<file path="config.mk">
export PLATFORM = sky130hd
export DESIGN_NAME = axi_native_master
export DESIGN_NICKNAME = d
export VERILOG_FILES = /design/src/rtl/axi_native_master.sv
export SDC_FILE = /design/constraint.sdc
export NUM_CORES = 1
export LEC_CHECK = 0
export CORE_MARGIN = 5
export CORE_UTILIZATION = 25
export DETAILED_ROUTE_END_ITERATION = 8
export SKIP_CTS_REPAIR_TIMING = 1
export SYNTH_ARGS = -nofsm -noshare
export SYNTH_HDL_FRONTEND = slang
export SYNTH_SLANG_ARGS = --single-unit
</file>
<file path="constraint.sdc">
create_clock -name clk_i -period 1.7 [get_ports clk_i]
set_clock_uncertainty 0.1 [all_clocks]
set_input_delay 0.34 -clock clk_i [delete_from_list [all_inputs] [get_ports clk_i]]
set_output_delay 0.34 -clock clk_i [all_outputs]
set_load 0.02 [all_outputs]
</file>
<file path="src/rtl/axi_native_master.sv">
// -----------------------------------------------------------------------------
// axi_native_master
//
// Bridges a simple native request/response port onto a single-beat AXI4
// master. Only one transaction is in flight at a time. A request whose byte
// strobes are non-zero becomes an AXI write; a request with all strobes zero
// becomes an AXI read. Each completed transaction produces a one-cycle pulse
// on rsp_valid_o.
//
// Every output comes straight from a flop, so no input reaches an output
// within the same cycle.
//
// Ports
//   clk_i, rst_i          clock, synchronous active-high reset
//   req_*                 native request: valid/ready handshake, byte
//                         address, write data, byte strobes (zero = read)
//   rsp_*                 native response: one-cycle valid pulse, read data,
//                         error flag (non-zero bresp/rresp)
//   axi_aw* / axi_w* / axi_b*   AXI write address, write data, write response
//   axi_ar* / axi_r*            AXI read address, read data
// -----------------------------------------------------------------------------
module axi_native_master #(
    parameter int DATA_WIDTH = 32,
    parameter int ADDR_WIDTH = 16,
    parameter int STRB_WIDTH = DATA_WIDTH / 8,
    parameter int ID_WIDTH   = 8,
    parameter int LEN_WIDTH  = 8,
    parameter int AXI_ID     = 0
) (
    input  logic                  clk_i,
    input  logic                  rst_i,
    // native request
    input  logic                  req_valid_i,
    input  logic [ADDR_WIDTH-1:0] req_addr_i,
    input  logic [DATA_WIDTH-1:0] req_wdata_i,
    input  logic [STRB_WIDTH-1:0] req_wstrb_i,
    output logic                  req_ready_o,
    // native response
    output logic                  rsp_valid_o,
    output logic [DATA_WIDTH-1:0] rsp_rdata_o,
    output logic                  rsp_err_o,
    // AXI write address
    output logic [ID_WIDTH-1:0]   axi_awid_o,
    output logic [ADDR_WIDTH-1:0] axi_awaddr_o,
    output logic [LEN_WIDTH-1:0]  axi_awlen_o,
    output logic [2:0]            axi_awsize_o,
    output logic [1:0]            axi_awburst_o,
    output logic [1:0]            axi_awlock_o,
    output logic [3:0]            axi_awcache_o,
    output logic [2:0]            axi_awprot_o,
    output logic [3:0]            axi_awqos_o,
    output logic                  axi_awvalid_o,
    input  logic                  axi_awready_i,
    // AXI write data / response
    output logic [DATA_WIDTH-1:0] axi_wdata_o,
    output logic [STRB_WIDTH-1:0] axi_wstrb_o,
    output logic                  axi_wlast_o,
    output logic                  axi_wvalid_o,
    input  logic                  axi_wready_i,
    input  logic [ID_WIDTH-1:0]   axi_bid_i,
    input  logic [1:0]            axi_bresp_i,
    input  logic                  axi_bvalid_i,
    output logic                  axi_bready_o,
    // AXI read address
    output logic [ID_WIDTH-1:0]   axi_arid_o,
    output logic [ADDR_WIDTH-1:0] axi_araddr_o,
    output logic [LEN_WIDTH-1:0]  axi_arlen_o,
    output logic [2:0]            axi_arsize_o,
    output logic [1:0]            axi_arburst_o,
    output logic [1:0]            axi_arlock_o,
    output logic [3:0]            axi_arcache_o,
    output logic [2:0]            axi_arprot_o,
    output logic [3:0]            axi_arqos_o,
    output logic                  axi_arvalid_o,
    input  logic                  axi_arready_i,
    // AXI read data
    input  logic [ID_WIDTH-1:0]   axi_rid_i,
    input  logic [DATA_WIDTH-1:0] axi_rdata_i,
    input  logic [1:0]            axi_rresp_i,
    input  logic                  axi_rlast_i,
    input  logic                  axi_rvalid_i,
    output logic                  axi_rready_o
);

    localparam int ADDR_OFFS = $clog2(STRB_WIDTH);

    typedef enum logic [2:0] {
        IDLE,
        WR_ADDR_DATA,
        WR_RESP,
        RD_ADDR,
        RD_DATA
    } state_t;

    state_t                  state_reg;
    logic                    req_ready_reg;
    logic                    rsp_valid_reg;
    logic                    rsp_err_reg;
    logic [DATA_WIDTH-1:0]   rsp_rdata_reg;
    logic [ADDR_WIDTH-1:0]   addr_reg;
    logic [DATA_WIDTH-1:0]   wdata_reg;
    logic [STRB_WIDTH-1:0]   wstrb_reg;
    logic                    awvalid_reg;
    logic                    wvalid_reg;
    logic                    bready_reg;
    logic                    arvalid_reg;
    logic                    rready_reg;

    // Bus-aligned request address: the sub-word offset bits are dropped,
    // the strobes already say which bytes matter.
    logic [ADDR_WIDTH-1:0]   addr_aligned;

    genvar gi;
    generate
        for (gi = 0; gi < ADDR_WIDTH; gi++) begin : g_align
            if (gi < ADDR_OFFS) begin : g_zero
                assign addr_aligned[gi] = 1'b0;
            end else begin : g_keep
                assign addr_aligned[gi] = req_addr_i[gi];
            end
        end
    endgenerate

    // IDs are not checked (single outstanding transaction), and the address
    // offset bits are discarded by the alignment above.
    logic unused_inputs;
    assign unused_inputs = ^{axi_bid_i, axi_rid_i, req_addr_i};

    always_ff @(posedge clk_i) begin
        if (rst_i) begin
            state_reg     <= IDLE;
            req_ready_reg <= 1'b0;
            rsp_valid_reg <= 1'b0;
            rsp_err_reg   <= 1'b0;
            rsp_rdata_reg <= '0;
            addr_reg      <= '0;
            wdata_reg     <= '0;
            wstrb_reg     <= '0;
            awvalid_reg   <= 1'b0;
            wvalid_reg    <= 1'b0;
            bready_reg    <= 1'b0;
            arvalid_reg   <= 1'b0;
            rready_reg    <= 1'b0;
        end else begin
            rsp_valid_reg <= 1'b0;
            case (state_reg)
                IDLE: begin
                    req_ready_reg <= 1'b1;
                    if (req_valid_i && req_ready_reg) begin
                        req_ready_reg <= 1'b0;
                        addr_reg      <= addr_aligned;
                        wdata_reg     <= req_wdata_i;
                        wstrb_reg     <= req_wstrb_i;
                        if (|req_wstrb_i) begin
                            state_reg   <= WR_ADDR_DATA;
                            awvalid_reg <= 1'b1;
                            wvalid_reg  <= 1'b1;
                        end else begin
                            state_reg   <= RD_ADDR;
                            arvalid_reg <= 1'b1;
                        end
                    end
                end
                WR_ADDR_DATA: begin
                    // AW and W retire independently; a channel whose valid
                    // is already low has finished its handshake earlier.
                    if (awvalid_reg && axi_awready_i) begin
                        awvalid_reg <= 1'b0;
                    end
                    if (wvalid_reg && axi_wready_i) begin
                        wvalid_reg <= 1'b0;
                    end
                    if ((!awvalid_reg || axi_awready_i) &&
                        (!wvalid_reg  || axi_wready_i)) begin
                        state_reg  <= WR_RESP;
                        bready_reg <= 1'b1;
                    end
                end
                WR_RESP: begin
                    if (axi_bvalid_i) begin
                        bready_reg    <= 1'b0;
                        rsp_valid_reg <= 1'b1;
                        rsp_err_reg   <= |axi_bresp_i;
                        req_ready_reg <= 1'b1;
                        state_reg     <= IDLE;
                    end
                end
                RD_ADDR: begin
                    if (axi_arready_i) begin
                        arvalid_reg <= 1'b0;
                        rready_reg  <= 1'b1;
                        state_reg   <= RD_DATA;
                    end
                end
                RD_DATA: begin
                    // Beats without rlast cannot occur for len=0 and are
                    // simply consumed.
                    if (axi_rvalid_i && axi_rlast_i) begin
                        rready_reg    <= 1'b0;
                        rsp_rdata_reg <= axi_rdata_i;
                        rsp_err_reg   <= |axi_rresp_i;
                        rsp_valid_reg <= 1'b1;
                        req_ready_reg <= 1'b1;
                        state_reg     <= IDLE;
                    end
                end
                default: begin
                    state_reg <= IDLE;
                end
            endcase
        end
    end

    assign req_ready_o   = req_ready_reg;
    assign rsp_valid_o   = rsp_valid_reg;
    assign rsp_rdata_o   = rsp_rdata_reg;
    assign rsp_err_o     = rsp_err_reg;

    assign axi_awid_o    = ID_WIDTH'(AXI_ID);
    assign axi_awaddr_o  = addr_reg;
    assign axi_awlen_o   = '0;
    assign axi_awsize_o  = 3'(ADDR_OFFS);
    assign axi_awburst_o = 2'b01;
    assign axi_awlock_o  = 2'b00;
    assign axi_awcache_o = 4'b0000;
    assign axi_awprot_o  = 3'b000;
    assign axi_awqos_o   = 4'b0000;
    assign axi_awvalid_o = awvalid_reg;

    assign axi_wdata_o   = wdata_reg;
    assign axi_wstrb_o   = wstrb_reg;
    assign axi_wlast_o   = 1'b1;
    assign axi_wvalid_o  = wvalid_reg;
    assign axi_bready_o  = bready_reg;

    assign axi_arid_o    = ID_WIDTH'(AXI_ID);
    assign axi_araddr_o  = addr_reg;
    assign axi_arlen_o   = '0;
    assign axi_arsize_o  = 3'(ADDR_OFFS);
    assign axi_arburst_o = 2'b01;
    assign axi_arlock_o  = 2'b00;
    assign axi_arcache_o = 4'b0000;
    assign axi_arprot_o  = 3'b000;
    assign axi_arqos_o   = 4'b0000;
    assign axi_arvalid_o = arvalid_reg;
    assign axi_rready_o  = rready_reg;

endmodule

</file>
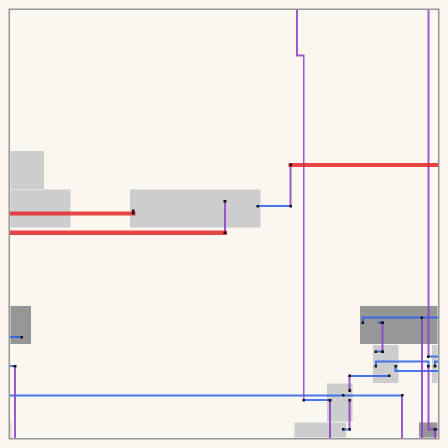
run_1/zoom.png
Window x 56 to 86, y 56 to 86 um. Cells in grey, sequential cells in the stronger grey; small squares are vias.
[blue] met1
[purple] met2
[red] met3
netlist names of flops here include: rsp_rdata_o (1)
sequential cells in the window: 1
cells with their middle in the window: 5

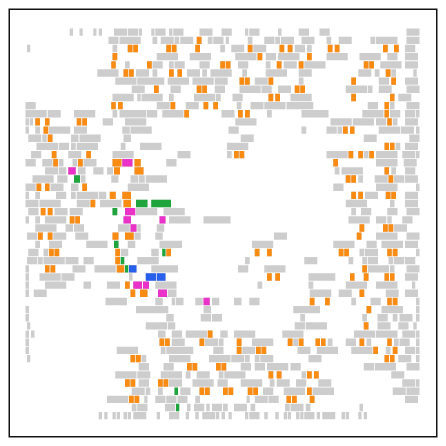
run_1/gate_families.png
(3 px per um)
[magenta] AND and OR gates | cells: 10 | most used: and2_1
[orange] inverting AOI/OAI gates | cells: 180 | most used: a21oi_1 | where: widely spread
[blue] AND-OR and OR-AND gates | cells: 3
[green] NOR gates | cells: 10 | most used: nor2_1
Comb area share: 0.271
post-route non-filler standard cell count: 929
Commonest Layout Cell: dlymetal6s2s_1

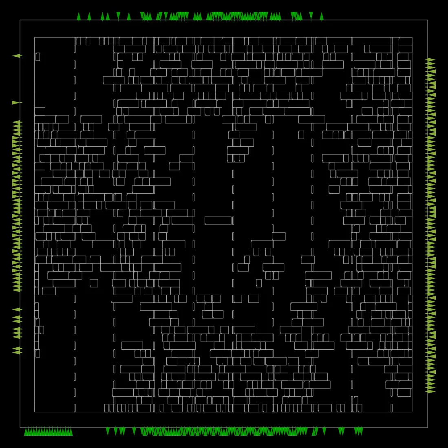
run_1/final_placement.png
post-layout util: 0.398
flop share of the area: 0.273
core area: 17200 sq um
Core Rows: 48

==> deck_impl_summary.md, run 1 <==
Key Metrics from the Run

Logic synthesis
  – Yosys stat chip area: 4360 sq um
  – Complex Gates by Area: 0.219
  – Netlist cell types: 38
  – Ys async rst share: 0
  – Top area cell types: dfxtp_1 (43%), buf_4 (16%), a21oi_1 (9.9%)

Worst setup path
  – CP top delay family: simple AND/OR/NAND/NOR gates
  – Max stage delay on crit path: ~0.45 ns

Global route
  – GRT overflow: 0
  – Largest net degree at the start of global routing: between 50 and 60

Flow run
  – Max Cap Viol: 0

Final timing
  – Worst Max-Slew Pin Slew: ~0.6 ns
  – Setup violators final: 0

CTS
  – Buffer depth of the longest clock path: 2
  – Root Buffer: clkbuf_16
  – CTS Buf Count: 9
  – H-tree depth: 3

Die
  – Die area: around 20000 sq um
  – Die H: approximately 140 um

Drt
  – Via count: 4153

Placed design
  – Routability cong.: around 0.74
  – DP HPWL: just over 10000 um

Status
  – Status: finished, final reports clean

Power
  – Pwr dens: 782 nW/um^2
## run 1: per-layer routing
layer  GRT usage  up-vias  routed length, um
li1            -     2038                  -
met1       0.166     1925               6140
met2       0.216      166               6850
met3      0.0484       24               1320
met4      0.0556        0                356
met5           0        -                  0
## run 1: layout make-up
type | count | area, sq um
sequential | 93 | 1860
clock buffer | 10 | 229
timing repair buffer | 227 | 2540
multi-input combinational | 367 | 1850
tap | 225 | 282
inverter | 2 | 7.51
fill | 1758 | 10300
clock inverter | 5 | 52.6
## run 1: power breakdown
group          switching (mW)  internal, mW
Sequential             0.0402          2.25
Clock                   0.878          1.13
Combinational           0.579         0.458
==> run 1 -> run 2 <==
--- a/config.mk
+++ b/config.mk
@@ -6,8 +6,9 @@
 export NUM_CORES = 1
 export LEC_CHECK = 0
 export CORE_MARGIN = 5
-export CORE_UTILIZATION = 25
+export CORE_UTILIZATION = 36
 export DETAILED_ROUTE_END_ITERATION = 8
+export PLACE_DENSITY = 0.81
 export SKIP_CTS_REPAIR_TIMING = 1
 export SYNTH_ARGS = -nofsm -noshare
 export SYNTH_HDL_FRONTEND = slang
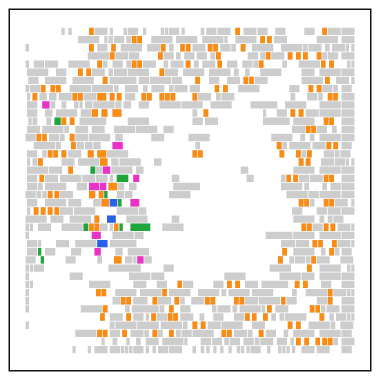
run_2/gate_families.png
(3 px per um)
[green] NOR gates | cells: 10 | most used: nor2_1 | where: left middle
[magenta] AND and OR gates | cells: 10 | most used: and2_1 | where: left middle
[blue] AND-OR and OR-AND gates | cells: 3
[orange] inverting AOI/OAI gates | cells: 180 | most used: a21oi_1 | where: widely spread
Comb area share: 0.274
post-route non-filler standard cell count: 853

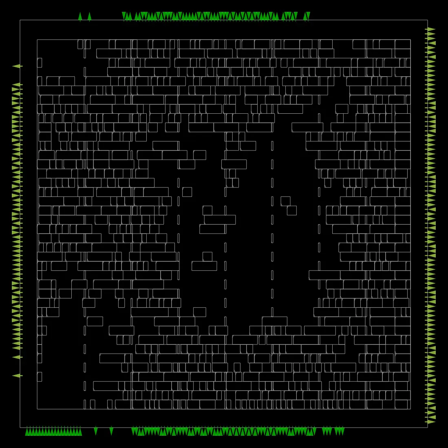
run_2/final_placement.png
flop count: 93
flop share of the area: 0.276
# Taps: 147

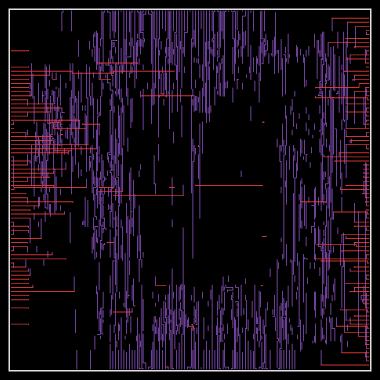
run_2/metal_stack.png
(3 px per um) Only two layers are drawn.
[purple] met2 | wire length: 6720 um
[red] met3 | wire length: 1230 um
wire length per cell: 16.0 um
overall global routing resource usage: 0.174
DRT Wirelength: 13700 um

==> run 2 against run 1 <==
Synthesized cell count unchanged. Non-clock buffer count increased by 2. Fmax grew 0.80%. Sequential power barely moved. Combinational power about the same. First-iteration DRC count rose by 6.6%. Critical path type unchanged. Power grew 0.23%. Utilization is 17 points higher.
==> deck_impl_summary.md, run 2 <==
Key Metrics from the Run

CTS
  – H-tree depth: 3 (unchanged)
  – CTS Buf Count: 9 (unchanged)
  – Root Buffer: clkbuf_16 (unchanged)

Drt
  – Via count: 4254 (was 4153)
  – Top Metal Used: met4 (unchanged)
  – Met3 WL post-DR: 1230 um (was 1320 um)
  – Metal-1 WL: 5520 um (was 6140 um)

Final layout
  – Commonest Layout Cell: dlymetal6s2s_1 (unchanged)
  – Comb area: 1850 sq um (unchanged)
  – Post-layout util: 0.565 (was 0.398)
  – Flop area: 1860 sq um (about the same)

Global route
  – Largest net degree at the start of global routing: 44 (was 53)
  – Met2 usage: 0.299 (was 0.216)
  – GRT overflow: 0 (unchanged)
  – GR peak layer: met2 (unchanged)
  – Met3 Use GR: 0.0537 (was 0.0484)

Placed design
  – Routability cong.: 0.819 (was 0.735)

Final timing
  – Setup violators final: 0 (unchanged)

Power
  – Pwr dens: 792 nW/um^2 (was 782 nW/um^2)

Status
  – Status: finished, final reports clean (unchanged)

Logic synthesis
  – Complex Gates by Area: 0.219 (unchanged)

Flow run
  – Max Cap Viol: 0 (unchanged)

Worst setup path
  – CP top delay family: simple AND/OR/NAND/NOR gates (unchanged)
[run 2: cell counts after synthesis]
Identical to the previous run, type by type.
[run 2: worst paths after layout]
check,to,slack [ns],cells past startpoint
setup reg to reg,rsp_rdata_o[27],0.13,4
hold reg to reg,rsp_rdata_o[28],0.37,2
setup / recovery,rsp_rdata_o[27],0.13,4
hold / removal,state_reg[2],0.23,2
[run 2: layout make-up]
cell class	instances	area share
Clock buffer	14	0.0391
Clock inverter	1	0.00445
Inverter	2	0.00111
Multi-Input combinational cell	367	0.274
Sequential cell	93	0.276
Tap cell	147	0.0272
Timing Repair Buffer	229	0.379
[run 2: power breakdown]
part | internal, mW | switching, mW
Clock | 1.21 | 0.800
Combinational | 0.458 | 0.585
Sequential | 2.26 | 0.0361
Total | 3.93 | 1.42
==> run 2 -> run 3 <==
--- a/config.mk
+++ b/config.mk
@@ -8,6 +8,8 @@
 export CORE_MARGIN = 5
 export CORE_UTILIZATION = 36
 export DETAILED_ROUTE_END_ITERATION = 8
+export GPL_ROUTABILITY_DRIVEN = 0
+export MAX_ROUTING_LAYER = met4
 export PLACE_DENSITY = 0.81
 export SKIP_CTS_REPAIR_TIMING = 1
 export SYNTH_ARGS = -nofsm -noshare
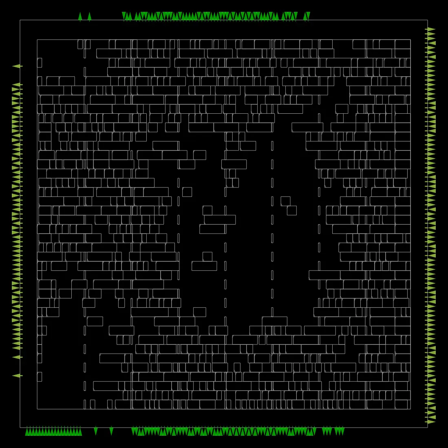
run_3/final_placement.png
core area: 12000 sq um
Layout fillers: 1054
Core Rows: 40
post-layout util: 0.565

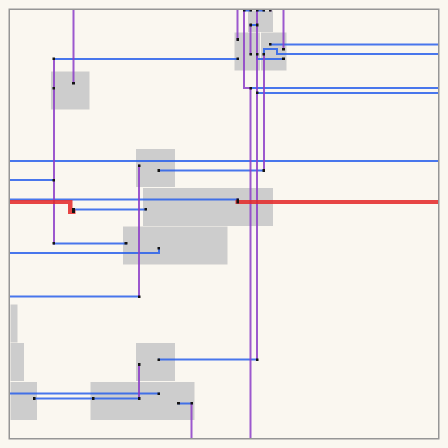
run_3/zoom.png
Window x 45 to 75, y 45 to 75 um. Cells in grey, sequential cells in the stronger grey; small squares are vias.
[red] met3
[purple] met2
[blue] met1
cells with their middle in the window: 9
sequential cells in the window: 0
most frequent: buf_4 (3), buf_12 (2)

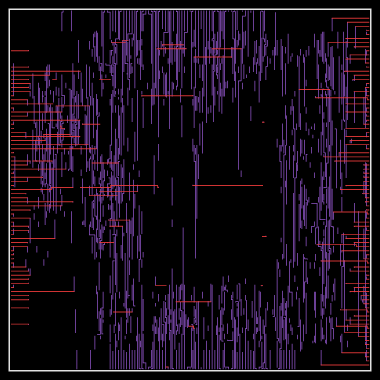
run_3/metal_stack.png
(3 px per um) Only two layers are drawn.
[red] met3 | wire length: 1150 um
[purple] met2 | wire length: 6770 um
wire length per cell: 16.0 um
via count: 4271
overall global routing resource usage: 0.179

==> run 3 against run 2 <==
Cell area stayed put. Clock power is essentially flat. Die size unchanged. Highest routed layer unchanged.
==> deck_impl_summary.md, run 3 <==
Key Metrics from the Run

Status
  – Status: finished, final reports clean (unchanged)

Global route
  – Met3 Use GR: 0.0424 (was 0.0537)
  – Met2 usage: 0.300 (was 0.299)
  – Largest net degree at the start of global routing: 44 (unchanged)
  – GR peak layer: met2 (unchanged)

Power
  – Internal Power: 3.93 mW (about the same)
  – Flop pwr share: 0.429 (was 0.428)
  – Switching power: 1.41 mW (was 1.42 mW)
  – Pwr dens: 791 nW/um^2 (was 792 nW/um^2)

Min path
  – Hold EP: state_reg[2] (unchanged)

Final timing
  – Setup violators final: 0 (unchanged)

Flow run
  – Max Cap Viol: 0 (unchanged)

Final layout
  – Plain + repair buffers: 229 (unchanged)
  – Flop share of the area: 0.276 (unchanged)
  – Dominant kind of cell by area: buffers (unchanged)
  – Flop count: 93 (unchanged)
  – Inverters excl. clock: 2 (unchanged)
  – Comb_multi_in: 367 (unchanged)
  – ClkCell Share: 0.0435 (unchanged)
  – Flop area: 1860 sq um (unchanged)

Die
  – Die area: 14400 sq um (unchanged)
  – Die H: 120 um (unchanged)
  – # Taps: 147 (unchanged)

Worst setup path
  – Worst Setup EP: rsp_rdata_o[27] (unchanged)
  – Reg2reg end: rsp_rdata_o[27] (unchanged)

Drt
  – Top Metal Used: met4 (unchanged)
  – Met3 WL post-DR: 1150 um (was 1230 um)
  – DRT Wirelength: 13600 um (was 13700 um)

CTS
  – Root Buffer: clkbuf_16 (unchanged)
  – Buffer depth of the longest clock path: 2 (unchanged)
  – CTS Buf Count: 9 (unchanged)

Logic synthesis
  – Ys async rst share: 0 (unchanged)
  – Top area cell types: dfxtp_1 (43%), buf_4 (16%), a21oi_1 (9.9%) (unchanged)
  – Yosys stat chip area: 4360 sq um (unchanged)
  – Netlist cell types: 38 (unchanged)

Placed design
  – DP HPWL: 9670 um (unchanged)
[run 3: cell counts in the layout (fill, tap and decap cells not counted)]
Identical to the previous run, type by type.
[run 3: kinds of logic after synthesis]
kind of cell	Yosys count
other	2
buffers and inverters	139
AOI/OAI and AO/OA	183
DFF	93
muxes	2
and+or+nand+nor	109
[run 3: power groups by stage]
stage | combinational [mW] | clock (mW) | sequential, mW
after floorplan | 0.577 | 0 | 2.43
after global placement | 1.04 | 0 | 2.34
after detailed placement | 1.05 | 0 | 2.35
after CTS | 1.06 | 2.07 | 2.30
after global routing | 1.11 | 2.16 | 2.30
final | 1.04 | 2.01 | 2.29
[run 3: critical path, delay by kind of cell (launching register included)]
kind                   cells  cell delay [ns]
and+or+nand+nor            1             0.45
DFF                        1             0.33
buffers and inverters      1             0.27
AOI/OAI and AO/OA          2             0.29
Power and IR drop assume default switching activity.
